--- src/rtl/dp_issue_ctrl_pkg.sv ---
// Shared definitions for the ARM data-processing issue/retire controller:
// opcode and condition encodings, ALU op codes, CPSR flag bit positions,
// FSM state encoding and opcode classification helpers.
package dp_issue_ctrl_pkg;

    // FSM states
    typedef enum logic [1:0] {
        ST_IDLE = 2'd0,
        ST_EXEC = 2'd1,
        ST_WB   = 2'd2
    } state_e;

    // 4-bit data-processing opcodes (inst[24:21])
    localparam logic [3:0] OP_AND = 4'b0000;
    localparam logic [3:0] OP_EOR = 4'b0001;
    localparam logic [3:0] OP_SUB = 4'b0010;
    localparam logic [3:0] OP_RSB = 4'b0011;
    localparam logic [3:0] OP_ADD = 4'b0100;
    localparam logic [3:0] OP_ADC = 4'b0101;
    localparam logic [3:0] OP_SBC = 4'b0110;
    localparam logic [3:0] OP_RSC = 4'b0111;
    localparam logic [3:0] OP_TST = 4'b1000;
    localparam logic [3:0] OP_TEQ = 4'b1001;
    localparam logic [3:0] OP_CMP = 4'b1010;
    localparam logic [3:0] OP_CMN = 4'b1011;
    localparam logic [3:0] OP_ORR = 4'b1100;
    localparam logic [3:0] OP_MOV = 4'b1101;
    localparam logic [3:0] OP_BIC = 4'b1110;
    localparam logic [3:0] OP_MVN = 4'b1111;

    // ALU op that passes B through and has no flag meaning; parked value
    localparam logic [4:0] ALU_OP_PASS_B = 5'b10000;

    // Condition codes (inst[31:28])
    localparam logic [3:0] COND_EQ = 4'h0;
    localparam logic [3:0] COND_NE = 4'h1;
    localparam logic [3:0] COND_CS = 4'h2;
    localparam logic [3:0] COND_CC = 4'h3;
    localparam logic [3:0] COND_MI = 4'h4;
    localparam logic [3:0] COND_PL = 4'h5;
    localparam logic [3:0] COND_VS = 4'h6;
    localparam logic [3:0] COND_VC = 4'h7;
    localparam logic [3:0] COND_HI = 4'h8;
    localparam logic [3:0] COND_LS = 4'h9;
    localparam logic [3:0] COND_GE = 4'hA;
    localparam logic [3:0] COND_LT = 4'hB;
    localparam logic [3:0] COND_GT = 4'hC;
    localparam logic [3:0] COND_LE = 4'hD;
    localparam logic [3:0] COND_AL = 4'hE;
    localparam logic [3:0] COND_NV = 4'hF;

    // Flag bit positions, shared by alu_flag and cpsr_flag ({C,Z,V,N})
    localparam int FLAG_C = 3;
    localparam int FLAG_Z = 2;
    localparam int FLAG_V = 1;
    localparam int FLAG_N = 0;

    // TST/TEQ/CMP/CMN: always set flags, never write back
    function automatic logic is_compare(input logic [3:0] op);
        return (op[3:2] == 2'b10);
    endfunction

    // Logical ops take C from the shifter and leave V alone
    function automatic logic is_logical(input logic [3:0] op);
        logic r;
        case (op)
            OP_AND, OP_EOR, OP_TST, OP_TEQ,
            OP_ORR, OP_MOV, OP_BIC, OP_MVN: r = 1'b1;
            default:                        r = 1'b0;
        endcase
        return r;
    endfunction

endpackage

--- src/rtl/dp_issue_ctrl_cond_check.sv ---
// Combinational ARM condition-field evaluator against a {C,Z,V,N} flag vector.
module dp_cond_check
    import dp_issue_ctrl_pkg::*;
(
    input  logic [3:0] cond_i,
    input  logic [3:0] flags_i,
    output logic       pass_o
);

    logic c, z, v, n;

    assign c = flags_i[FLAG_C];
    assign z = flags_i[FLAG_Z];
    assign v = flags_i[FLAG_V];
    assign n = flags_i[FLAG_N];

    // Decode the condition field; NV (1111) never passes
    always_comb begin
        pass_o = 1'b0;
        case (cond_i)
            COND_EQ: pass_o = z;
            COND_NE: pass_o = !z;
            COND_CS: pass_o = c;
            COND_CC: pass_o = !c;
            COND_MI: pass_o = n;
            COND_PL: pass_o = !n;
            COND_VS: pass_o = v;
            COND_VC: pass_o = !v;
            COND_HI: pass_o = c && !z;
            COND_LS: pass_o = !c || z;
            COND_GE: pass_o = (n == v);
            COND_LT: pass_o = (n != v);
            COND_GT: pass_o = !z && (n == v);
            COND_LE: pass_o = z || (n != v);
            COND_AL: pass_o = 1'b1;
            COND_NV: pass_o = 1'b0;
            default: pass_o = 1'b0;
        endcase
    end

endmodule

--- src/rtl/dp_issue_ctrl.sv ---
// Issue/retire controller in front of the 32-bit ARM ALU. Takes one
// data-processing instruction at a time, gates it on its condition field,
// drives registered ALU operands, captures the result and flags after one
// EXEC cycle, owns CPSR NZCV and presents the result to writeback.
module dp_issue_ctrl
    import dp_issue_ctrl_pkg::*;
(
    input  logic        clk,
    input  logic        rst_n,
    input  logic        inst_valid,
    output logic        inst_ready,
    input  logic [31:0] inst,
    input  logic [31:0] rn_data,
    input  logic [31:0] shifter_op,
    input  logic        shifter_cout,
    output logic [31:0] alu_a,
    output logic [31:0] alu_b,
    output logic        alu_cin,
    output logic [4:0]  alu_op,
    input  logic [31:0] alu_r,
    input  logic [3:0]  alu_flag,
    output logic        wb_valid,
    input  logic        wb_ready,
    output logic [3:0]  wb_rd,
    output logic [31:0] wb_data,
    output logic [3:0]  cpsr_flag,
    output logic        cond_fail,
    output logic        illegal
);

    state_e      state_q, state_d;
    logic [31:0] alu_a_q, alu_a_d;
    logic [31:0] alu_b_q, alu_b_d;
    logic        alu_cin_q, alu_cin_d;
    logic [4:0]  alu_op_q, alu_op_d;
    logic        s_q, s_d;
    logic [3:0]  rd_q, rd_d;
    logic        sh_cout_q, sh_cout_d;
    logic        wb_valid_q, wb_valid_d;
    logic [3:0]  wb_rd_q, wb_rd_d;
    logic [31:0] wb_data_q, wb_data_d;
    logic [3:0]  cpsr_q, cpsr_d;
    logic        cond_fail_q, cond_fail_d;
    logic        illegal_q, illegal_d;

    logic        cond_pass;
    logic [3:0]  exec_op;
    logic        enc_illegal;

    // Instruction bits this block has no use for (immediate flag, Rn index,
    // operand2 encoding) -- operands arrive already resolved.
    logic        unused_inst_bits;
    assign unused_inst_bits = ^{inst[25], inst[19:16], inst[11:0]};

    // While in EXEC the latched ALU op still carries the DP opcode
    assign exec_op     = alu_op_q[3:0];
    assign enc_illegal = (inst[27:26] != 2'b00);

    // Condition evaluated against the committed flags only (no forwarding)
    dp_cond_check u_cond (
        .cond_i  (inst[31:28]),
        .flags_i (cpsr_q),
        .pass_o  (cond_pass)
    );

    // Next-state and datapath control; pulses default low every cycle
    always_comb begin
        state_d     = state_q;
        alu_a_d     = alu_a_q;
        alu_b_d     = alu_b_q;
        alu_cin_d   = alu_cin_q;
        alu_op_d    = alu_op_q;
        s_d         = s_q;
        rd_d        = rd_q;
        sh_cout_d   = sh_cout_q;
        wb_valid_d  = wb_valid_q;
        wb_rd_d     = wb_rd_q;
        wb_data_d   = wb_data_q;
        cpsr_d      = cpsr_q;
        cond_fail_d = 1'b0;
        illegal_d   = 1'b0;

        case (state_q)
            ST_IDLE: begin
                if (inst_valid) begin
                    if (enc_illegal) begin
                        illegal_d = 1'b1;
                    end else if (!cond_pass) begin
                        cond_fail_d = 1'b1;
                    end else begin
                        alu_a_d   = shifter_op;
                        alu_b_d   = rn_data;
                        alu_cin_d = cpsr_q[FLAG_C];
                        alu_op_d  = {1'b0, inst[24:21]};
                        s_d       = inst[20];
                        rd_d      = inst[15:12];
                        sh_cout_d = shifter_cout;
                        state_d   = ST_EXEC;
                    end
                end
            end

            ST_EXEC: begin
                wb_data_d = alu_r;
                alu_op_d  = ALU_OP_PASS_B;
                if (s_q || is_compare(exec_op)) begin
                    if (is_logical(exec_op)) begin
                        cpsr_d[FLAG_N] = alu_flag[FLAG_N];
                        cpsr_d[FLAG_Z] = alu_flag[FLAG_Z];
                        cpsr_d[FLAG_C] = sh_cout_q;
                    end else begin
                        cpsr_d = alu_flag;
                    end
                end
                if (is_compare(exec_op)) begin
                    state_d = ST_IDLE;
                end else begin
                    wb_rd_d    = rd_q;
                    wb_valid_d = 1'b1;
                    state_d    = ST_WB;
                end
            end

            ST_WB: begin
                if (wb_ready) begin
                    wb_valid_d = 1'b0;
                    state_d    = ST_IDLE;
                end
            end

            default: state_d = ST_IDLE;
        endcase
    end

    // State register; reset discards whatever instruction is in flight
    always_ff @(posedge clk) begin
        if (!rst_n) begin
            state_q     <= ST_IDLE;
            alu_a_q     <= '0;
            alu_b_q     <= '0;
            alu_cin_q   <= 1'b0;
            alu_op_q    <= ALU_OP_PASS_B;
            s_q         <= 1'b0;
            rd_q        <= '0;
            sh_cout_q   <= 1'b0;
            wb_valid_q  <= 1'b0;
            wb_rd_q     <= '0;
            wb_data_q   <= '0;
            cpsr_q      <= '0;
            cond_fail_q <= 1'b0;
            illegal_q   <= 1'b0;
        end else begin
            state_q     <= state_d;
            alu_a_q     <= alu_a_d;
            alu_b_q     <= alu_b_d;
            alu_cin_q   <= alu_cin_d;
            alu_op_q    <= alu_op_d;
            s_q         <= s_d;
            rd_q        <= rd_d;
            sh_cout_q   <= sh_cout_d;
            wb_valid_q  <= wb_valid_d;
            wb_rd_q     <= wb_rd_d;
            wb_data_q   <= wb_data_d;
            cpsr_q      <= cpsr_d;
            cond_fail_q <= cond_fail_d;
            illegal_q   <= illegal_d;
        end
    end

    assign inst_ready = (state_q == ST_IDLE);
    assign alu_a      = alu_a_q;
    assign alu_b      = alu_b_q;
    assign alu_cin    = alu_cin_q;
    assign alu_op     = alu_op_q;
    assign wb_valid   = wb_valid_q;
    assign wb_rd      = wb_rd_q;
    assign wb_data    = wb_data_q;
    assign cpsr_flag  = cpsr_q;
    assign cond_fail  = cond_fail_q;
    assign illegal    = illegal_q;

endmodule
--- config.mk ---
export PLATFORM = sky130hd
export DESIGN_NAME = dp_issue_ctrl
export DESIGN_NICKNAME = d
export VERILOG_FILES = /design/src/rtl/dp_issue_ctrl_pkg.sv /design/src/rtl/dp_issue_ctrl_cond_check.sv /design/src/rtl/dp_issue_ctrl.sv
export SDC_FILE = /design/constraint.sdc
export NUM_CORES = 1
export LEC_CHECK = 0
export CAP_MARGIN = 20
export CORE_UTILIZATION = 43
export DETAILED_ROUTE_END_ITERATION = 16
export PLACE_DENSITY = 0.86
export SLEW_MARGIN = 25
export SYNTH_ARGS = -nofsm -noshare
export SYNTH_HDL_FRONTEND = slang
export SYNTH_SLANG_ARGS = --single-unit
--- constraint.sdc ---
create_clock -name clk -period 5.5 [get_ports clk]
set_input_delay 1.1 -clock clk [delete_from_list [all_inputs] [get_ports clk]]
set_output_delay 1.1 -clock clk [all_outputs]
set_load 0.01 [all_outputs]
==> out/summary.txt <==
Synth Warn #: 0
Filler cells: 820
Pre-CTS WS: 1890 ps
Logic power comb: 237 µW
Hold slack: 452 ps
Most frequent logic cell in the layout: clkdlybuf4s50_1
Crit Path Class: input port to register
RSZ-0062 raised after global routing: false
Worst Setup SP: inst[30]
Nets: 918
Vias per std cell: 4.96
Synthesized cell area: 0.00489 mm²
Switching Power: 502 µW
DR iter-0 viols: 243
Synth unique cells: 37
Fin worst setup slack: 2250 ps
Reg-to-Reg End: alu_b[3]
Number of diodes: 0
Most used cell, CP: mux2i_1
Global-route wire length before repair: 20.9 mm
Final Max Tran Viols: 0
Largest net degree at the start of global routing: 86
NonClk Buf Share: 30.2%
Cell family with most CP delay: buffers and inverters
Most frequent cells after synthesis: nand2_1, dfxtp_1, mux2i_1
Status: complete, no violations
Combinational power share: 10.6%
CP peak stage delay: 610 ps
Floorplan net count: 703
DIE AREA: 0.0118 mm²
Seq. pwr: 919 µW
M1 WL: 5.24 mm
Yosys aoi share: 7.52%
Initial core utilization: 44.5%
Placer Congestion: 0.876
Startpoint Class: input port
Reg2Reg Depth: 5
Hold path depth: 2
Top area cell types: dfxtp_1, mux2i_1, nand2_1
Flip-flops: 122
Buf/Inv on CP: 2
GR Overflow Total: 0
Top routing layer in use: met4
Hpwl dp: 9.59 mm
Post-DRT Antenna Nets: 0
Internal power: 1.73 mW
Post-route DRC violation count: 0
MaxCap Viol Count: 0
Setup TNS: 0 ps
**Layout detail**

Window x 7 to 47, y 61 to 101 µm. Cells in gray, sequential cells in the stronger gray; small squares are vias.
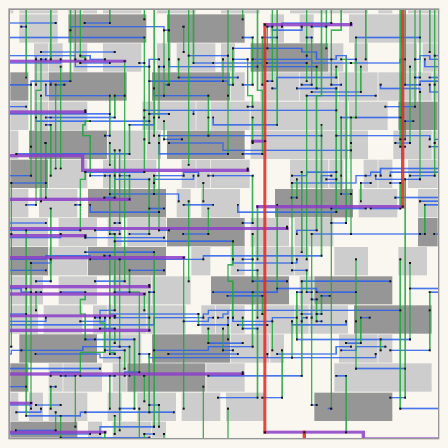
- blue: metal 1
- green: metal 2
- purple: metal 3
- red: metal 4
- sequential cells in the window: 20
- most frequent: nand2_1 (41), clkdlybuf4s50_1 (28)
- cells with their middle in the window: 118
- netlist names of flops here include: alu_b (16), alu_a (4)

**Wiring by layer**

Two of the layers only.
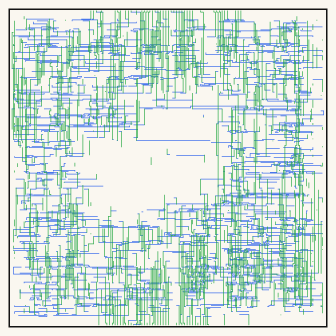
- blue: metal 1 (wire length 5240 µm)
- green: metal 2 (wire length 6420 µm)
Vias: 4637
final WL: 13.7 mm

**I/O nets highlighted**

Bar = 20 µm.
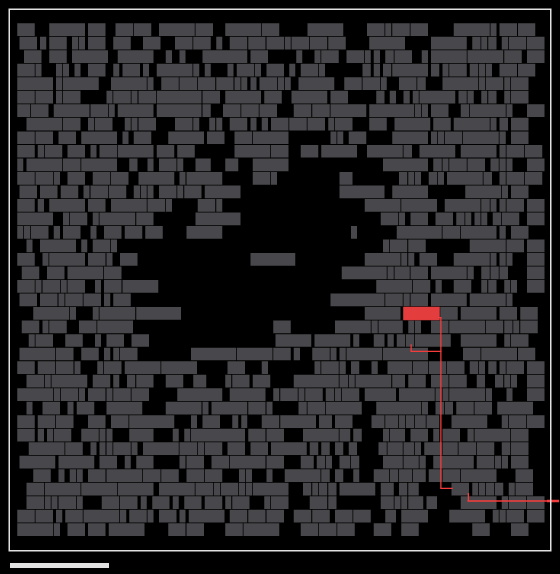
- red: wb_valid (bits 1; direction output; edge right; end cells 1; buffers 1; wire 61.8 µm)
# port buffers: 233
# IOs: 251

**Sequential cells colored by netlist name**

Bar = 20 µm. Other sequential cells in the stronger gray, the rest of the logic in the fainter gray.
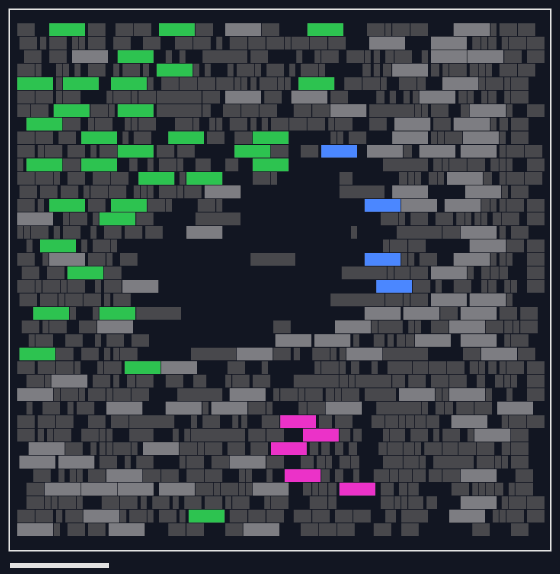
- green: alu_b (placed flops 32)
- magenta: alu_op (placed flops 5; where bottom center)
- blue: rd_q (placed flops 4)
- not colored: 81
post-layout util: 71.2%
FF+latch area: 0.00244 mm²
sequential share of cell area: 31.3%

**Clock routing**

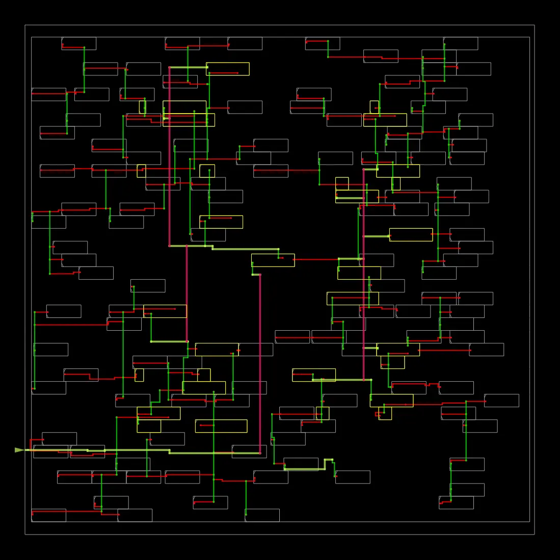
Clock Sinks: 122
Layout Skew: 8.76 ps

Power is estimated from default activity; no workload was simulated.
